### config.mk
export PLATFORM = sky130hd
export DESIGN_NAME = pipeline_ctrl
export DESIGN_NICKNAME = d
export VERILOG_FILES = /design/src/rtl/cpu_types_pkg.sv /design/src/rtl/pctrl_counter.sv /design/src/rtl/pipeline_ctrl.sv
export SDC_FILE = /design/constraint.sdc
export NUM_CORES = 1
export LEC_CHECK = 0
export CAP_MARGIN = 30
export CORE_UTILIZATION = 52
export DETAILED_ROUTE_END_ITERATION = 8
export GPL_ROUTABILITY_DRIVEN = 0
export MAX_ROUTING_LAYER = met4
export PLACE_DENSITY = 0.92
export SLEW_MARGIN = 20
export SYNTH_ARGS = -nofsm -noshare
export SYNTH_HDL_FRONTEND = slang
export SYNTH_SLANG_ARGS = --single-unit
export TNS_END_PERCENT = 10
### constraint.sdc
create_clock -name CLK -period 7.4 [get_ports CLK]
set_input_delay 2.22 -clock CLK [delete_from_list [all_inputs] [get_ports CLK]]
set_output_delay 2.22 -clock CLK [all_outputs]
set_load 0.02 [all_outputs]
### src/rtl/cpu_types_pkg.sv
// Shared CPU type definitions.
// Pipeline control state and register index types.
package cpu_types_pkg;

  typedef enum logic [1:0] {
    RUN,
    DWAIT,
    DDONE,
    HALT
  } pctrl_state_t;

  typedef logic [4:0] regbits_t;

endpackage

### src/rtl/pctrl_counter.sv
// Saturating event counter with enable.
// Sticks at all ones instead of wrapping.
module pctrl_counter #(
  parameter int W = 32
) (
  input  logic         CLK,
  input  logic         nRST,
  input  logic         en,
  output logic [W-1:0] cnt
);

  always_ff @(posedge CLK or negedge nRST) begin
    if (!nRST)
      cnt <= '0;
    else if (en && (cnt != '1))
      cnt <= cnt + W'(1);
  end

endmodule

### src/rtl/pipeline_ctrl.sv
// Five-stage pipeline sequencing: latch enables, flushes,
// memory waits, load-use bubbles, halt and perf counters.
module pipeline_ctrl
  import cpu_types_pkg::*;
#(
  parameter int CNT_W = 32
) (
  input  logic             CLK,
  input  logic             nRST,
  input  logic             ihit,
  input  logic             dhit,
  input  logic             exmem_dREN,
  input  logic             exmem_dWEN,
  input  logic             idex_dREN,
  input  regbits_t         idex_rt,
  input  regbits_t         ifid_rs,
  input  regbits_t         ifid_rt,
  input  logic             xfer_mem,
  input  logic             halt_mem,
  output logic             pc_en,
  output logic             ifid_en,
  output logic             idex_en,
  output logic             exmem_en,
  output logic             memwb_en,
  output logic             ifid_flush,
  output logic             idex_flush,
  output logic             exmem_flush,
  output logic             imemREN,
  output logic             halted,
  output logic [CNT_W-1:0] cyc_cnt,
  output logic [CNT_W-1:0] stall_cnt
);

  pctrl_state_t state, nxt;
  logic dpend, adv, lu;
  logic cyc_en, stall_en;

  assign dpend = exmem_dREN | exmem_dWEN;
  assign lu = idex_dREN && (idex_rt != '0) &&
              ((idex_rt == ifid_rs) || (idex_rt == ifid_rt));

  always_comb begin
    nxt         = state;
    adv         = 1'b0;
    imemREN     = 1'b1;
    pc_en       = 1'b0;
    ifid_en     = 1'b0;
    idex_en     = 1'b0;
    exmem_en    = 1'b0;
    memwb_en    = 1'b0;
    ifid_flush  = 1'b0;
    idex_flush  = 1'b0;
    exmem_flush = 1'b0;
    case (state)
      RUN: begin
        if (dpend)
          nxt = dhit ? DDONE : DWAIT;
        else
          adv = ihit;
      end
      DWAIT: begin
        if (dhit)
          nxt = DDONE;
      end
      DDONE: begin
        adv = ihit;
        if (ihit)
          nxt = RUN;
      end
      HALT: imemREN = 1'b0;
      default: nxt = RUN;
    endcase
    // halt beats xfer beats load-use
    if (adv) begin
      if (halt_mem) begin
        memwb_en = 1'b1;
        nxt      = HALT;
      end else if (xfer_mem) begin
        pc_en       = 1'b1;
        ifid_en     = 1'b1;
        idex_en     = 1'b1;
        exmem_en    = 1'b1;
        memwb_en    = 1'b1;
        ifid_flush  = 1'b1;
        idex_flush  = 1'b1;
        exmem_flush = 1'b1;
      end else if (lu) begin
        idex_en    = 1'b1;
        idex_flush = 1'b1;
        exmem_en   = 1'b1;
        memwb_en   = 1'b1;
      end else begin
        pc_en    = 1'b1;
        ifid_en  = 1'b1;
        idex_en  = 1'b1;
        exmem_en = 1'b1;
        memwb_en = 1'b1;
      end
    end
    if (!nRST) begin
      imemREN     = 1'b1;
      pc_en       = 1'b0;
      ifid_en     = 1'b0;
      idex_en     = 1'b0;
      exmem_en    = 1'b0;
      memwb_en    = 1'b0;
      ifid_flush  = 1'b0;
      idex_flush  = 1'b0;
      exmem_flush = 1'b0;
    end
  end

  always_ff @(posedge CLK or negedge nRST) begin
    if (!nRST) begin
      state  <= RUN;
      halted <= 1'b0;
    end else begin
      state  <= nxt;
      halted <= (nxt == HALT);
    end
  end

  assign cyc_en   = (state != HALT);
  assign stall_en = cyc_en & ~pc_en;

  pctrl_counter #(.W(CNT_W)) u_cyc (
    .CLK  (CLK),
    .nRST (nRST),
    .en   (cyc_en),
    .cnt  (cyc_cnt)
  );

  pctrl_counter #(.W(CNT_W)) u_stall (
    .CLK  (CLK),
    .nRST (nRST),
    .en   (stall_en),
    .cnt  (stall_cnt)
  );

endmodule
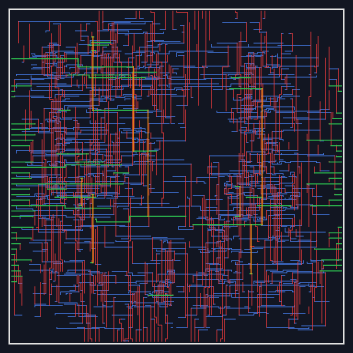
Run 1: signal wires by layer
Scale: 4 px per um.
| colour | layer | wire length |
|---|---|---|
| orange | M4 | 144 um |
| blue | M1 | 3,300 um |
| red | M2 | 3,910 um |
| green | M3 | 477 um |
total wire length: 7.82 mm
total vias in the final route: 2,891

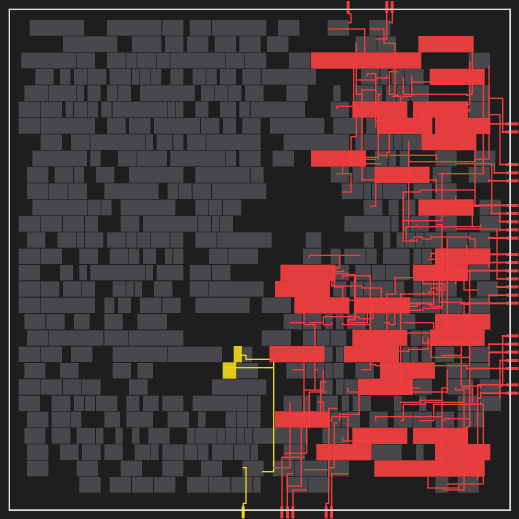
Run 1: nets reached from selected ports
Scale: 6 px per um.
| colour | port | bits | direction | edge | end cells | buffers | wire |
|---|---|---|---|---|---|---|---|
| yellow | `dhit` | 1 | input | bottom | 2 | 1 | 42.6 um |
| red | `cyc_cnt` | 32 | output | 24 right, 5 bottom, 3 top | 32 | 32 | 1,300 um |
PortBufs: 97
Top Ports: 98

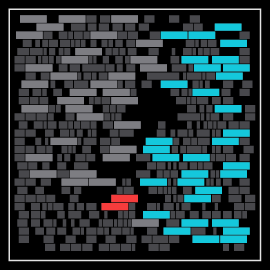
Run 1: sequential cells grouped by signal name
Scale: 3 px per um. Other sequential cells in the stronger grey, the rest of the logic in the fainter grey.
| colour | netlist name | placed flops |
|---|---|---|
| cyan | `u_cyc.cnt` | 32 |
| red | `state` | 2 |
fin util: 0.731
P_seq: 0.000467 W
FF/Latch Area: 0.00168 sq mm
flop share of the area: 0.361

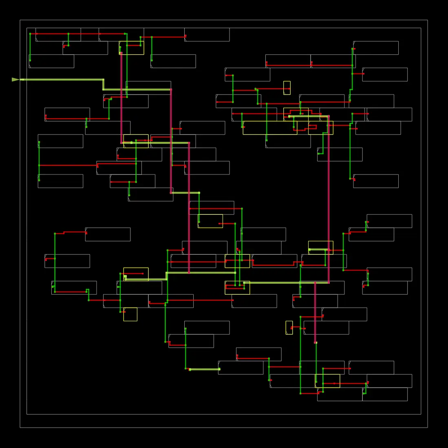
Run 1: clock nets
CTS Buf Count: 9
worst clock skew: 0.00705 ns
clock buffers: 12
clock-net power: 0.000293 W
CTS sink count: 67

## run 1: cells by family after synthesis
family / Yosys count / synth area share
mux: 2 / 0.00766
simple gates: 163 / 0.272
fa+ha+maj: 2 / 0.00729
compound gates: 11 / 0.0248
xor+xnor: 71 / 0.181
flops: 67 / 0.489
buf+inv: 12 / 0.0179
## run 1: through the flow
step	utilization	setup WS [ns]	instance area, sq um	power, W
2_1_floorplan	-	1.08	3430	0.000688
3_3_place_gp	0.701	0.790	4450	0.000822
3_5_place_dp	0.703	0.656	4460	0.000840
4_1_cts	0.731	0.646	4640	0.00113
5_1_grt	0.731	0.531	4640	0.00118
6_report	0.731	0.668	4640	0.00113
## run 1: flip-flops by register name, indices dropped and copies added, names as in the netlist
name         flops
state            2
u_cyc.cnt       32
u_stall.cnt     32
halted           1
## run 1: power by group through the flow
stage | Combinational, W | Sequential, W | Clock, W
floorplan | 0.000177 | 0.000511 | 0
global placement | 0.000352 | 0.000470 | 0
detailed placement | 0.000369 | 0.000471 | 0
CTS | 0.000371 | 0.000465 | 0.000298
global route | 0.000395 | 0.000472 | 0.000315
finish | 0.000368 | 0.000467 | 0.000293
## run 1: final timing paths
kind / start / end / slack (ns)
worst max-delay path: idex_rt[1] / pc_en / 0.67
worst min-delay path: u_cyc.cnt[31] / u_cyc.cnt[31] / 0.49
worst max register to register: u_stall.cnt[3] / u_stall.cnt[1] / 4.76
worst min register to register: u_cyc.cnt[31] / u_cyc.cnt[31] / 0.49
max in group asynchronous: nRST / u_stall.cnt[13] / 4.73
min in group asynchronous: nRST / u_cyc.cnt[21] / 2.10
## run 1: layout make-up
cell class / instances / area, sq um
Clock buffer: 12 / 145
Tap cell: 77 / 96.3
Timing Repair Buffer: 99 / 985
Fill cell: 456 / 1710
Sequential cell: 67 / 1680
Inverter: 3 / 11.3
Multi-Input combinational cell: 249 / 1690
Clock inverter: 2 / 37.5
## run 1: cells in the mapped netlist
library cell  number  area [sq um]
and4bb_1           1          12.5
and4b_1            1          10.0
o21bai_1           1          7.51
nor3b_1            1          7.51
nand2_1           28           105
o21a_1             2          15.0
mux2_2             1          11.3
xnor2_1           46           403
nand4b_1           1          8.76
o211ai_1           1          7.51
nand3_1           34           170
or4_1              2          15.0
nor4_1             3          18.8
and4_1             4          35.0
or3_1              1          6.26
ha_1               2          25.0
nand4_1           18           113
buf_4              3          22.5
a21boi_0           1          7.51
buf_2              4          20.0
nand2b_1           2          12.5
nor4_4             2          42.5
dfrtp_1           67          1680
xor2_1            25           219
and3_1            13          81.3
inv_1              3          11.3
or4b_1             1          10.0
nor4b_1            4          35.0
nor3_2             1          10.0
clkbuf_1           2          7.51
nand3b_1           3          22.5
nand4_2            1          12.5
nor2b_1            2          12.5
o21ai_0            3          15.0
nor2_1            22          82.6
a22oi_1            1          7.51
nor2_2             1          6.26
and2_1             5          31.3
nor3_1             9          45.0
and2_0             1          6.26
or3_4              2          22.5
a211oi_2           1          12.5
mux2_4             1          15.0
o22ai_2            1          12.5
## run 1: routing by layer
metal,vias up,global-route usage,wire [um]
met2,108,0.396,3910
met1,1417,0.298,3300
met3,17,0.0557,476
li1,1349,-,-
met4,0,0.0987,143
met5,-,-,0
==> qor.csv, run 1 <==
metric;value;unit
yosysSeqAreaShare;0.489;
synth_area_per_cell;10.5;sq um
dp.cells;495;
syn-cell-area;0.00343;sq mm
status;completed;
cpPeakStageDelay;0.67;ns
crit_slowest_cell;clkdlybuf4s50_1;
antenna_found_initial;0;
hold_path_class;reg -> reg;
path_common_cell;clkdlybuf4s50_1;
critPathTopFamily;buffers and inverters;
yosys_cells;328;
critical_path_class;in -> out;
grt_pass1_vias;2844;
fp_nets;354;
critPathCaptureType;primary output;
grt_max_degree;69;
drc_errors;0;
root_buffer;clkbuf_8;
warnings;26;
p_seq_frac;0.414;
min_period_over_period;0.910;
grtUsageTotal;0.245;
diodes;0;
die_height;83.2;um
switching_share;0.335;
clk_latency;0.35;ns
hpwl;5.56;mm
clkTransAtPathRegs;0.06;ns
cts_tree;yes;
synthCells;328;
setup_viol;0;
syn2layout_area_growth;35.4;%
relSlewSlack;0.430;
finalSetupTns;0;ns
holdWs;0.492;ns
hold-path-cell-count;1;
ys_ff;67;
## Run 2: what changed since run 1
--- a/config.mk
+++ b/config.mk
@@ -9,7 +9,6 @@
 export CORE_UTILIZATION = 52
 export DETAILED_ROUTE_END_ITERATION = 8
 export GPL_ROUTABILITY_DRIVEN = 0
-export MAX_ROUTING_LAYER = met4
 export PLACE_DENSITY = 0.92
 export SLEW_MARGIN = 20
 export SYNTH_ARGS = -nofsm -noshare
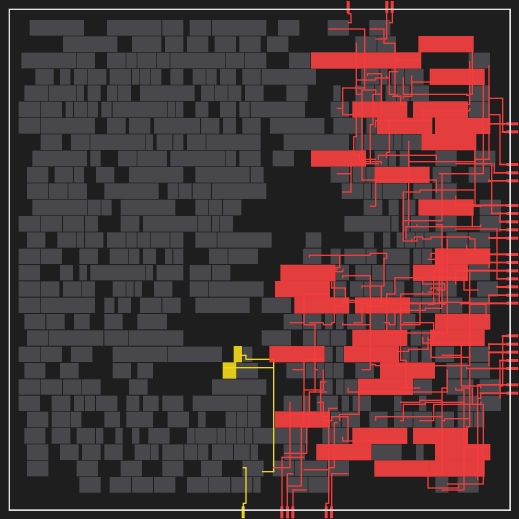
Run 2: nets reached from selected ports
Scale: 6 px per um.
| colour | port | bits | direction | edge | end cells | buffers | wire |
|---|---|---|---|---|---|---|---|
| yellow | `dhit` | 1 | input | bottom | 2 | 1 | 42.6 um |
| red | `cyc_cnt` | 32 | output | 24 right, 5 bottom, 3 top | 32 | 32 | 1,300 um |

==> run 2 against run 1 <==
  * Total power decreased by 0.23%
  * Global-route usage decreased by 0.67 points
  * Sequential power about the same
  * Largest power group unchanged
  * First-iteration DRC count decreased by 3.6%
  * Fmax increased by 0.12%
  * Critical endpoint unchanged
  * Clock skew about the same
  * Via count decreased by 0.42%
  * Critical path type unchanged
  * Worst setup slack improved by 0.0077 ns
  * Non-clock buffer count unchanged
==> qor.csv, run 2 <==
metric;value;unit;change
drt-initial-drc-count;107;;
drc_errors;0;;unchanged
worst_clock_skew;0.00711;ns;+0.0000512 ns
yosys_most_used_dff;dfrtp_1;;
ys_ff;67;;unchanged
synthCells;328;;unchanged
grt_max_degree;69;;unchanged
synth.top_cell.area_share;0.489;;unchanged
ant_nets;0;;
relSlewSlack;0.438;;+0.00759
hold_path_class;reg -> reg;;
yosysSeqAreaShare;0.489;;unchanged
syn-cell-area;0.00343;sq mm;unchanged
antenna_found_initial;0;;unchanged
min_period_over_period;0.909;;-0.00105
synthTopCellsByArea;dfrtp_1 49%, xnor2_1 12%, xor2_1 6.4%, nand3_1 5.0%, nand4_1 3.3%;;
drt_first_pass_iters;4;;
root_buffer;clkbuf_8;;
diodes;0;;unchanged
synth_area_per_cell;10.5;sq um;unchanged
dr_total_vias;2879;;-0.42%
hpwl;5.56;mm;unchanged
grtUsageTotal;0.238;;-0.00675
cts_buffers;9;;unchanged
drive_gt1_frac;0.0602;;
synth-edff-count;0;;unchanged
cts_tree;yes;;
top_regs;u_cyc.cnt: 32 flops, u_stall.cnt: 32 flops, state: 2 flops;;
yosys_warnings;0;;
io_pins;98;;unchanged
numClockSinks;67;;unchanged
lay_top_cells;96 x clkdlybuf4s50_1, 67 x dfrtp_1, 46 x xnor2_1, 34 x nand3_1, 28 x nand2_1;;
most_common_cell;dfrtp_1;;
wl;7.77;mm;-0.70%
die_height;83.2;um;unchanged
cts_resized;0;;
fillers;456;;unchanged
syn2layout_area_growth;35.4;%;unchanged
io_buffers;97;;unchanged
power_frac_comb;0.327;;
common_cells;67 x dfrtp_1, 46 x xnor2_1, 34 x nand3_1;;
warnings;26;;unchanged
status;completed;;
clk_latency;0.34;ns;about the same
critPathCaptureType;primary output;;
grt_pass1_vias;2848;;+0.14%
clkTransAtPathRegs;0.06;ns;about the same
p_seq_frac;0.414;;about the same
fp_nets;354;;unchanged
setup_viol;0;;unchanged
critical_path_class;in -> out;;
rsz0062_at_grt;false;;
asyncSetResetFlopFracSynth;1.00;;unchanged
yosysTopAreaCell;dfrtp_1;;
yosys_cells;328;;unchanged
finalSetupTns;0;ns;unchanged
fin_cells;509;;
arrival;4.50;ns;
seq_area;0.00168;sq mm;unchanged
final-comb-area;0.00169;sq mm;unchanged
dp.cells;495;;unchanged
switching_share;0.333;;-0.00159
critPathLaunchType;input pin;;
layout.nets;455;;
[run 2: cell counts after synthesis]
No cell type changed its count.
[run 2: logic make-up (layout without fill, tap and decap cells)]
logic type | Yosys count | in the layout | synth area share
AND-OR/OR-AND | 11 | 11 | 0.0248
XOR/XNOR | 71 | 71 | 0.181
multiplexers | 2 | 2 | 0.00766
AND/OR/NAND/NOR | 163 | 163 | 0.272
adder cells (fa/ha/maj) | 2 | 2 | 0.00729
buffers and inverters | 12 | 116 | 0.0179
flip-flops | 67 | 67 | 0.489
[run 2: path summary, 6_finish.rpt]
path / startpoint / end / slack [ns] / depth (start not counted)
min in group asynchronous: nRST / u_cyc.cnt[21] / 2.11 / 2
worst max register to register: u_stall.cnt[3] / u_stall.cnt[1] / 4.76 / 5
worst min-delay path: u_cyc.cnt[31] / u_cyc.cnt[31] / 0.49 / 1
max in group asynchronous: nRST / u_stall.cnt[19] / 4.73 / 2
worst min register to register: u_cyc.cnt[31] / u_cyc.cnt[31] / 0.49 / 1
worst max-delay path: idex_rt[1] / pc_en / 0.68 / 6
[run 2: worst max-delay path, stage by stage]
cell             delay (ns)
clkdlybuf4s50_1        0.48
or4_1                  0.54
o21ai_0                0.23
nor2_1                 0.10
a21boi_0               0.27
clkdlybuf4s50_1        0.67
[run 2: layout make-up]
type                    instances  share of cell area
clock inverters                 2             0.00808
flip-flops and latches         67               0.361
multi-input cells             249               0.364
clock buffers                  12              0.0312
well taps                      77              0.0207
repair buffers                 99               0.212
inverters                       3             0.00242
[run 2: power groups by stage]
stage	Sequential, W	Combinational (W)	Clock (W)
after floorplan	0.000511	0.000177	0
after global placement	0.000470	0.000352	0
after detailed placement	0.000471	0.000369	0
after CTS	0.000465	0.000371	0.000298
after global routing	0.000472	0.000395	0.000315
final	0.000466	0.000368	0.000291
[run 2: through the flow]
stage               hold WS, ns  total power (W)  instance area (sq um)   util  worst slack (ns)
global placement          0.475         0.000822                   4450  0.701             0.790
floorplan                 0.539         0.000688                   3430      -              1.08
finish                    0.492          0.00113                   4640  0.731             0.676
CTS                       0.497          0.00113                   4640  0.731             0.646
global route              0.514          0.00118                   4640  0.731             0.531
detailed placement        0.481         0.000840                   4460  0.703             0.656
[run 2: layer usage]
metal,part of all wire,track usage
met5,0,0
met4,0.015,0.0987
met2,0.51,0.396
met3,0.056,0.0557
met1,0.42,0.298
Power and IR drop assume default switching activity.
